===== src/rtl/bus2_arbiter.sv =====
// rtl/bus2_arbiter.sv - two-user bus arbiter with release gap, round-robin ties and hold watchdog
//
// Ports:
//   clk          system clock, rising edge
//   reset        asynchronous active-low reset
//   req0, req1   user requests, held high for a whole transaction
//   grant0/1     one-hot ownership grants (registered)
//   sel          bus mux select, 0 = user0, 1 = user1 (registered)
//   busy         high while either grant is high (registered)
//   timeout_err  one-cycle pulse when an owner is revoked by the watchdog
//   err_user     user revoked by the most recent watchdog event
//
// Parameters:
//   TIMEOUT      maximum grant length in cycles, 0 disables the watchdog
//   CW           hold counter width

module bus2_arbiter #(
    parameter int TIMEOUT = 255,
    parameter int CW      = (TIMEOUT < 1) ? 1 : $clog2(TIMEOUT + 1)
) (
    input  logic clk,
    input  logic reset,
    input  logic req0,
    input  logic req1,
    output logic grant0,
    output logic grant1,
    output logic sel,
    output logic busy,
    output logic timeout_err,
    output logic err_user
);

    typedef enum logic [1:0] {
        S_IDLE    = 2'd0,
        S_GRANT0  = 2'd1,
        S_GRANT1  = 2'd2,
        S_RELEASE = 2'd3
    } state_t;

    localparam bit            WD_EN   = (TIMEOUT != 0);
    localparam int            LIMIT_I = (TIMEOUT > 0) ? TIMEOUT - 1 : 0;
    localparam logic [CW-1:0] LIMIT   = CW'(LIMIT_I);
    localparam logic [CW-1:0] CNT_MAX = '1;

    state_t        state;
    logic          last;
    logic [CW-1:0] counter;
    logic          lock0;
    logic          lock1;

    logic          eff0;
    logic          eff1;
    logic          wd_hit;
    logic          pick0;

    // A locked-out user is invisible to arbitration until it drops its request.
    assign eff0   = req0 & ~lock0;
    assign eff1   = req1 & ~lock1;

    // Watchdog fires on the edge that would start cycle TIMEOUT+1 of ownership.
    assign wd_hit = WD_EN && (counter == LIMIT);

    // On a tie the user that did not own the bus last time wins.
    assign pick0  = eff0 & (~eff1 | last);

    always_ff @(posedge clk or negedge reset) begin
        if (!reset) begin
            state       <= S_IDLE;
            last        <= 1'b1;
            counter     <= '0;
            lock0       <= 1'b0;
            lock1       <= 1'b0;
            grant0      <= 1'b0;
            grant1      <= 1'b0;
            sel         <= 1'b0;
            busy        <= 1'b0;
            timeout_err <= 1'b0;
            err_user    <= 1'b0;
        end else begin
            timeout_err <= 1'b0;

            // Any cycle with the request low re-arms a locked user. A lock is
            // only ever set while the request is high, so these never collide.
            if (!req0) begin
                lock0 <= 1'b0;
            end
            if (!req1) begin
                lock1 <= 1'b0;
            end

            case (state)
                S_IDLE: begin
                    if (pick0) begin
                        state   <= S_GRANT0;
                        grant0  <= 1'b1;
                        sel     <= 1'b0;
                        last    <= 1'b0;
                        busy    <= 1'b1;
                        counter <= '0;
                    end else if (eff1) begin
                        state   <= S_GRANT1;
                        grant1  <= 1'b1;
                        sel     <= 1'b1;
                        last    <= 1'b1;
                        busy    <= 1'b1;
                        counter <= '0;
                    end
                end

                S_GRANT0: begin
                    if (!req0) begin
                        // A drop on the watchdog edge is a clean release.
                        state  <= S_RELEASE;
                        grant0 <= 1'b0;
                        busy   <= 1'b0;
                    end else if (wd_hit) begin
                        state       <= S_RELEASE;
                        grant0      <= 1'b0;
                        busy        <= 1'b0;
                        timeout_err <= 1'b1;
                        err_user    <= 1'b0;
                        lock0       <= 1'b1;
                    end else if (counter != CNT_MAX) begin
                        counter <= counter + CW'(1);
                    end
                end

                S_GRANT1: begin
                    if (!req1) begin
                        state  <= S_RELEASE;
                        grant1 <= 1'b0;
                        busy   <= 1'b0;
                    end else if (wd_hit) begin
                        state       <= S_RELEASE;
                        grant1      <= 1'b0;
                        busy        <= 1'b0;
                        timeout_err <= 1'b1;
                        err_user    <= 1'b1;
                        lock1       <= 1'b1;
                    end else if (counter != CNT_MAX) begin
                        counter <= counter + CW'(1);
                    end
                end

                // One dead cycle so the bus drivers of the old owner turn off
                // before the next owner is chosen; sel keeps its old value.
                S_RELEASE: begin
                    state <= S_IDLE;
                end

                default: begin
                    state  <= S_IDLE;
                    grant0 <= 1'b0;
                    grant1 <= 1'b0;
                    busy   <= 1'b0;
                end
            endcase
        end
    end

endmodule


===== config.mk =====
export PLATFORM = sky130hd
export DESIGN_NAME = bus2_arbiter
export DESIGN_NICKNAME = d
export VERILOG_FILES = /design/src/rtl/bus2_arbiter.sv
export SDC_FILE = /design/constraint.sdc
export NUM_CORES = 1
export LEC_CHECK = 0
export ABC_CLOCK_PERIOD_IN_PS = 2400
export CAP_MARGIN = 20
export CORE_UTILIZATION = 40
export DETAILED_ROUTE_END_ITERATION = 12
export MAX_ROUTING_LAYER = met4
export PLACE_DENSITY = 0.73
export SLEW_MARGIN = 5
export SYNTH_ARGS = -nofsm -noshare
export SYNTH_HDL_FRONTEND = slang
export SYNTH_SLANG_ARGS = --single-unit

===== constraint.sdc =====
create_clock -name clk -period 2.4 [get_ports clk]
set_input_delay 0.36 -clock clk [delete_from_list [all_inputs] [get_ports clk]]
set_output_delay 0.36 -clock clk [all_outputs]
set_load 0.02 [all_outputs]

Figure 1. Wiring heat map (run 1).
Drawn at 8 px/um. 11 x 11 tiles, from dark purple (low) to yellow (high), scaled to the fullest tile. Values are wire area over tile area, all layers added.
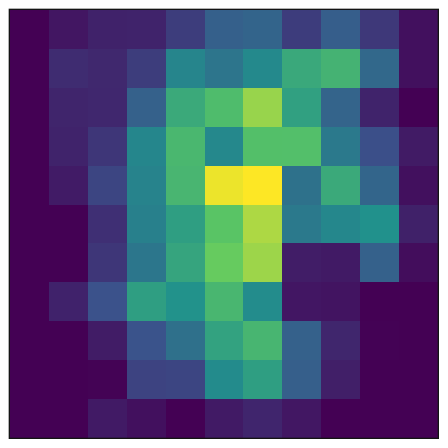
densest ninth of the die: centre
mean over tiles: 0.13
nearly empty tiles: 23%
emptiest ninth of the die: lower right
fullest tile: 0.49
tiles over half the peak: 22%

Figure 2. Placed cells, one colour a class (run 1).
Drawn at 10 px/um.
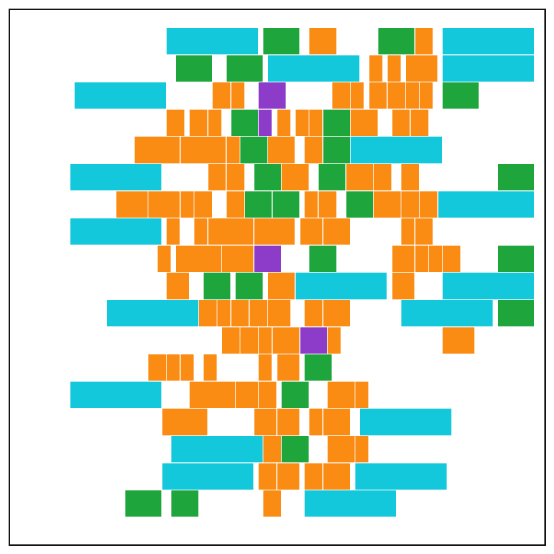
[remaining buffers and delay cells] green | cells: 25
[clock drivers and dummy loads] purple | cells: 4
[sequential cells] cyan | cells: 19
[remaining logic cells] orange | cells: 98

==> ci_impl_report.md, run 1 <==
## Implementation flow summary

| Metric | Value |
|---|---|
| Stage-log warning count | 30 |
| DP Area | 0.00129 mm^2 |
| # IOs | 10 |
| # nets final | 157 |
| GRT overflow | 0 |
| Fin crit share | 92.9% |
| Critical-path top delay cell | or4_4 |
| Max Cap Viol | 0 |
| CTS buffer count | 3 |
| Overall Global Routing Usage | 19.7% |
| Flops | 19 |
| Total Routed Length | 2380 um |
| Skew final | 0.00154 ns |
| Syn avg cell area | 8.82 um^2 |
| Required @ worst endpoint | 2.64 ns |
| Longest Clk Path Bufs | 2 |
| Final min period | 2.23 ns |
| Post-route ant nets | 0 |
| Met2 WL | 1150 um |
| # Cells Yosys | 120 |
| CTS clock-pin slew for the worst setup and hold paths | 0.11 ns |
| Clock-cell share | 1.99% |
| CTS tree | built |
| P&R area growth vs syn | 24.9% |
| Final Max Slew Viols | 0 |
| Met3 usage | 3.74% |
| Largest net degree at the start of global routing | 20 |
| Post-synth ARST share | 100% |
| Relative slew slack | 76.3% |
| Vias | 973 |
| Post-synth EDFFs | 0 |
| CP Depth | 6 |
| Worst-Skew Late Latency | 0.31 ns |
| TNS Setup | 0 ns |
| Die extent in x | 53.4 um |
| Top_reg_cell synth | dfrtp_1 |
| Met3 Wirelength | 50 um |
| Hold-fix buffers at CTS | 0 |
| Post-synth cell types | 28 |
| GR Util met1 | 22.8% |
| GRT Max-Usage Layer | met2 |
| Sequential area share after synthesis | 45.0% |
| Yosys Warn Count | 0 |
| Outcome | finished, final reports clean |
| Dpl hpwl | 1790 um |
| Final setup fails | 0 |
| Final core occ | 52.9% |
| Hold_ws | 0.364 ns |
| DRT iter0 DRCs | 27 |
| Gate Area | 531 um^2 |
| CP endpoint kind | register |
| Non-clock buffers | 25 |
| Via density per instance | 5.53 |
| Met2 Use GR | 32.1% |
| Setup repair bufs after CTS | 0 |
| Reg2reg setup slack | 0.17 ns |
| WS Path Type | reg -> reg |
| Final worst-path setup slack | 0.171 ns |
| RSZ-0062 raised after global routing | false |
| Yosys Chip Area | 0.00106 mm^2 |
| Final Wtd Congestion | 0.827 |
| Critical Path Sink | counter[7] |
| # clk buffers | 4 |
| Total number of H-tree levels | 1 |
| Worst-path cell chain | inv_1 > ha_1 > a22o_1 > or4_4 > or4_1 > a21oi_1 |
| Mapped cell area | 0.00106 mm^2 |
| Placed insts | 172 |
| Highest metal used | met4 |
| R2R Path End | counter[7] |
| Multi-In Gates | 87 |
| Number of global-route vias before repair | 919 |
| Fmax | 449 MHz |
| Worst r2r src | state[0] |
| M1 WL | 1120 um |
| Kind of cell adding the most delay to the critical path | simple AND/OR/NAND/NOR gates |
| PostCTS Resize Cnt | 0 |
| Well Taps | 30 |
| Dpl ws | -0.134 ns |
| Crit path buf inv count | 1 |
| # diodes | 0 |
| Core area | 0.00250 mm^2 |
| Initial antenna violation count | 0 |
| Reg2Reg Depth | 6 |
| CTS Sinks | 19 |
| Setup crit start kind | register |
| Drt first pass iters | 4 |
| Starting Density | 42.3% |
| Combinational share of cell area | 40.1% |
| Final total power | 0.00155 W |
| Worst-path maximum fanout | 8 |
| Design Area, Final | 0.00132 mm^2 |
| Post-route insts no fill | 176 |
| # port buffers | 9 |
| Net count after synthesis | 130 |
| CP Launch Point | state[0] |
| FF/Latch Area | 477 um^2 |
| Clk root buf | clkbuf_4 |
| VDD IR max | 0.666 mV |
| Synthesized registers | 19 |
| Slowest cell delay on critical path | 0.58 ns |
| Num rows | 18 |
| Syn Inst Count | 120 |
| First-pass GRT wire length | 3840 um |
| DRC | 0 |
| Layout cell share with drive strength beyond 1 | 15.1% |
| Max-area cell class | logic gates |
| Inverters | 11 |
| Hold Path Class | in -> async |
| Die height | 53.4 um |
| Pwr Density | 1170 mW/mm^2 |
| Slew @ Worst Pin | 0.352 ns |
| Seq/total area | 36.0% |
| Static Leak | 0.592 nW |
| DR WL/cell | 13.5 um |
| Final hold violations | 0 |
| DIE AREA | 0.00286 mm^2 |
| Data arrival, critical path | 2.47 ns |
| Fill cell count | 211 |
| Data buffer area share | 15.9% |
Figure 3. Sizing map (run 1).
Drawn at 4 px/um.
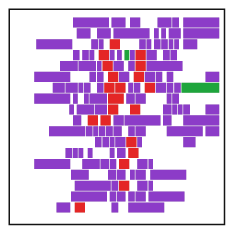
[x2] green | cells: 2 | share: 1.4%
[x1 and smaller] purple | cells: 124 | share: 85%
[x3 and x4] red | cells: 20 | share: 14%

==> run 1: worst register-to-register path, stage by stage, from the launching register on <==
cell	delay, ns
dfrtp_1	0.39
inv_1	0.09
ha_1	0.22
a22o_1	0.25
or4_4	0.58
or4_1	0.49
a21oi_1	0.14
==> run 1: flip-flops by register name, summed over array words and instances, names as in the netlist <==
signal       cells
sel              1
state            2
lock1            1
busy             1
last             1
err_user         1
counter          8
lock0            1
grant1           1
grant0           1
timeout_err      1
==> run 1: synthesized netlist by cell type (2+ instances only) <==
library cell,instances,area (um^2)
and2b_1,2,15.0
o211ai_1,3,22.5
a21oi_1,13,65.1
dfrtp_1,18,450
ha_1,6,75.1
nand2b_1,2,12.5
nor2_1,4,15.0
nor3_1,5,25.0
o21ai_0,13,65.1
buf_2,2,10.0
nand3_1,2,10.0
or3_1,2,12.5
or4_1,6,45.0
inv_1,10,37.5
nand2_1,14,52.6
a22o_1,3,26.3
nand4_1,3,18.8
o22a_1,2,17.5
==> run 1: placed cells by master, fill, tap and decap left out, drive strengths merged, types with 4 or more instances in the layout <==
cell,netlist,routed
clkdlybuf4s50,0,9
or4,6,6
inv,11,11
o21ai,13,13
buf,2,16
dfrtp,18,18
a21oi,13,13
nor2,4,4
ha,6,6
nand2,14,14
clkbuf,1,4
nor3,5,5
==> run 1: power by group <==
| group | internal, W | switching [W] |
|---|---|---|
| Clock | 0.0000650 | 0.000107 |
| Combinational | 0.000407 | 0.000464 |
| Sequential | 0.000421 | 0.0000836 |
| Total | 0.000893 | 0.000655 |
==> run 1: cell families (layout without fill, tap and decap cells) <==
group	count (synthesis)	in the layout	synth area share [%]
flip-flops	19	19	45.0
buffers and inverters	14	40	5.20
AND/OR/NAND/NOR	44	44	22.0
AND-OR/OR-AND	37	37	20.7
adder cells (fa/ha/maj)	6	6	7.09
==> run 2: changes to the inputs <==
--- a/config.mk
+++ b/config.mk
@@ -7,10 +7,10 @@
 export LEC_CHECK = 0
 export ABC_CLOCK_PERIOD_IN_PS = 2400
 export CAP_MARGIN = 20
-export CORE_UTILIZATION = 40
+export CORE_UTILIZATION = 50
 export DETAILED_ROUTE_END_ITERATION = 12
 export MAX_ROUTING_LAYER = met4
-export PLACE_DENSITY = 0.73
+export PLACE_DENSITY = 0.86
 export SLEW_MARGIN = 5
 export SYNTH_ARGS = -nofsm -noshare
 export SYNTH_HDL_FRONTEND = slang
Figure 4. Placed cells, one colour a class (run 2).
Drawn at 10 px/um.
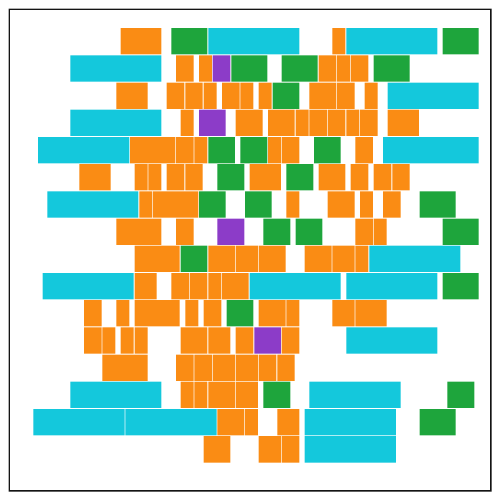
[clock drivers and dummy loads] purple | cells: 4
[sequential cells] cyan | cells: 19
[remaining logic cells] orange | cells: 98
[remaining buffers and delay cells] green | cells: 23

==> ci_impl_report.md, run 2 <==
## Implementation flow summary

| Metric | Value |
|---|---|
| Outcome | finished, final reports clean |
| Sequential area share after synthesis | 45.0% |
| CTS clock-pin slew for the worst setup and hold paths | 0.11 ns |
| Met3 Wirelength | 40 um |
| Post-route ant nets | 0 |
| Core area | 0.00198 mm^2 |
| WS Path Type | reg -> reg |
| CP endpoint kind | register |
| Worst-path maximum fanout | 10 |
| Dpl ws | -0.190 ns |
| Worst-path cell chain | inv_1 > ha_1 > a22o_1 > or4_4 > or4_1 > a21oi_1 |
| Layout cell share with drive strength beyond 1 | 14.6% |
| Total Routed Length | 2370 um |
| Via density per instance | 5.61 |
| Fill cell count | 158 |
| Hold Path Class | in -> async |
| R2R Path End | counter[7] |
| Top cells by area | dfrtp_1, ha_1, a21oi_1 |
| Die extent in x | 48.0 um |
| Total number of H-tree levels | 1 |
| Yosys top cell by area | dfrtp_1 |
| Yosys Chip Area | 0.00106 mm^2 |
| Final Max Slew Viols | 0 |
| Slowest cell delay on critical path | 0.61 ns |
| Net count after synthesis | 130 |
| Hold-fix buffers at CTS | 0 |
| Mapped cell area | 0.00106 mm^2 |
| # nets final | 155 |
| Relative slew slack | 74.6% |
| Worst r2r src | state[1] |
| Synthesized registers | 19 |
| Most frequent cells after synthesis | dfrtp_1, nand2_1, a21oi_1, o21ai_0, inv_1 |
| Data arrival, critical path | 2.52 ns |
| Max Cap Viol | 0 |
| Top reg by flops | counter |
| DRC | 0 |
| Largest net degree at the start of global routing | 20 |
| Area leader share | 42.6% |
| Required @ worst endpoint | 2.63 ns |
| Met2 WL | 1170 um |
| DRT iter0 DRCs | 20 |
| Stage-log warning count | 30 |
| Reg2reg setup slack | 0.12 ns |
| Largest regs | counter (8), state (2) |
| M1 WL | 1120 um |
| Skew final | 0.00558 ns |
| Yosys Warn Count | 0 |
| Most frequent logic cell in the layout | dfrtp_1 |
| # Cells Yosys | 120 |
| Top_reg_cell synth | dfrtp_1 |
| Clk root buf | clkbuf_4 |
| Most frequent logic cells in the routed design | dfrtp_1, nand2_1, buf_4, a21oi_1, o21ai_0 |
| CTS buffer count | 3 |
| GRT overflow | 0 |
| Post-synth EDFFs | 0 |
| P&R area growth vs syn | 23.3% |
| Num rows | 16 |
| Highest metal used | met4 |
| Final hold violations | 0 |
| Setup crit start kind | register |
| Starting Density | 53.4% |
| CTS Sinks | 19 |
| Slew @ Worst Pin | 0.377 ns |
| Static Leak | 0.585 nW |
| Longest Clk Path Bufs | 2 |
| Syn avg cell area | 8.82 um^2 |
| Worst-Skew Late Latency | 0.30 ns |
| CTS tree | built |
| Final worst-path setup slack | 0.115 ns |
| Critical-path top delay cell | or4_4 |
| Initial antenna violation count | 0 |
| Setup repair bufs after CTS | 0 |
==> run 2: cell counts after synthesis <==
No cell type changed its count.
==> run 2: cell type report <==
cell class              instances  area (um^2)  share of cell area [%]
repair buffers                 23          195                    15.0
clock inverters                 1         5.00                   0.384
well taps                      27         33.8                    2.59
multi-input cells              87          531                    40.7
inverters                      11         41.3                    3.16
clock buffers                   3         22.5                    1.73
flip-flops and latches         19          477                    36.5
==> run 2: stage by stage <==
| step | setup TNS, ns | util, % | cell area [um^2] | total power [W] | instances |
|---|---|---|---|---|---|
| after global routing | 0 | 65.8 | 1310 | 0.00164 | 171 |
| after CTS | 0 | 65.7 | 1300 | 0.00150 | 171 |
| after global placement | -0.220 | 64.3 | 1270 | 0.00127 | 167 |
| final | 0 | 65.8 | 1310 | 0.00152 | 171 |
| after floorplan | 0 | - | 1060 | 0.00100 | 120 |
| after detailed placement | -0.447 | 64.3 | 1270 | 0.00132 | 167 |
==> run 2: worst min-delay path by stage <==
stage	start	to	slack, ns
2_1_floorplan	reset	busy	0.06
3_3_place_gp	err_user	err_user	0.49
3_5_place_dp	grant1	grant1	0.51
4_1_cts	reset	counter[5]	0.38
5_1_grt	reset	counter[2]	0.42
6_report	reset	counter[5]	0.37
==> run 2: kinds of logic after synthesis <==
| family | share of synthesized area [%] |
|---|---|
| and+or+nand+nor | 22.0 |
| AOI/OAI and AO/OA | 20.7 |
| DFF | 45.0 |
| buffers and inverters | 5.20 |
| adders and majority gates | 7.09 |
==> run 2: report_power, final <==
group | internal [W] | switching [W]
Clock | 0.0000621 | 0.000103
Sequential | 0.000421 | 0.0000835
Combinational | 0.000390 | 0.000465
Total | 0.000872 | 0.000651
==> run 2: layer usage <==
layer,up-vias,track usage [%]
li1,482,-
met1,456,30.1
met2,15,35.9
met3,6,4.91
met4,0,10.6
met5,-,-
Power is estimated from default activity; no workload was simulated.
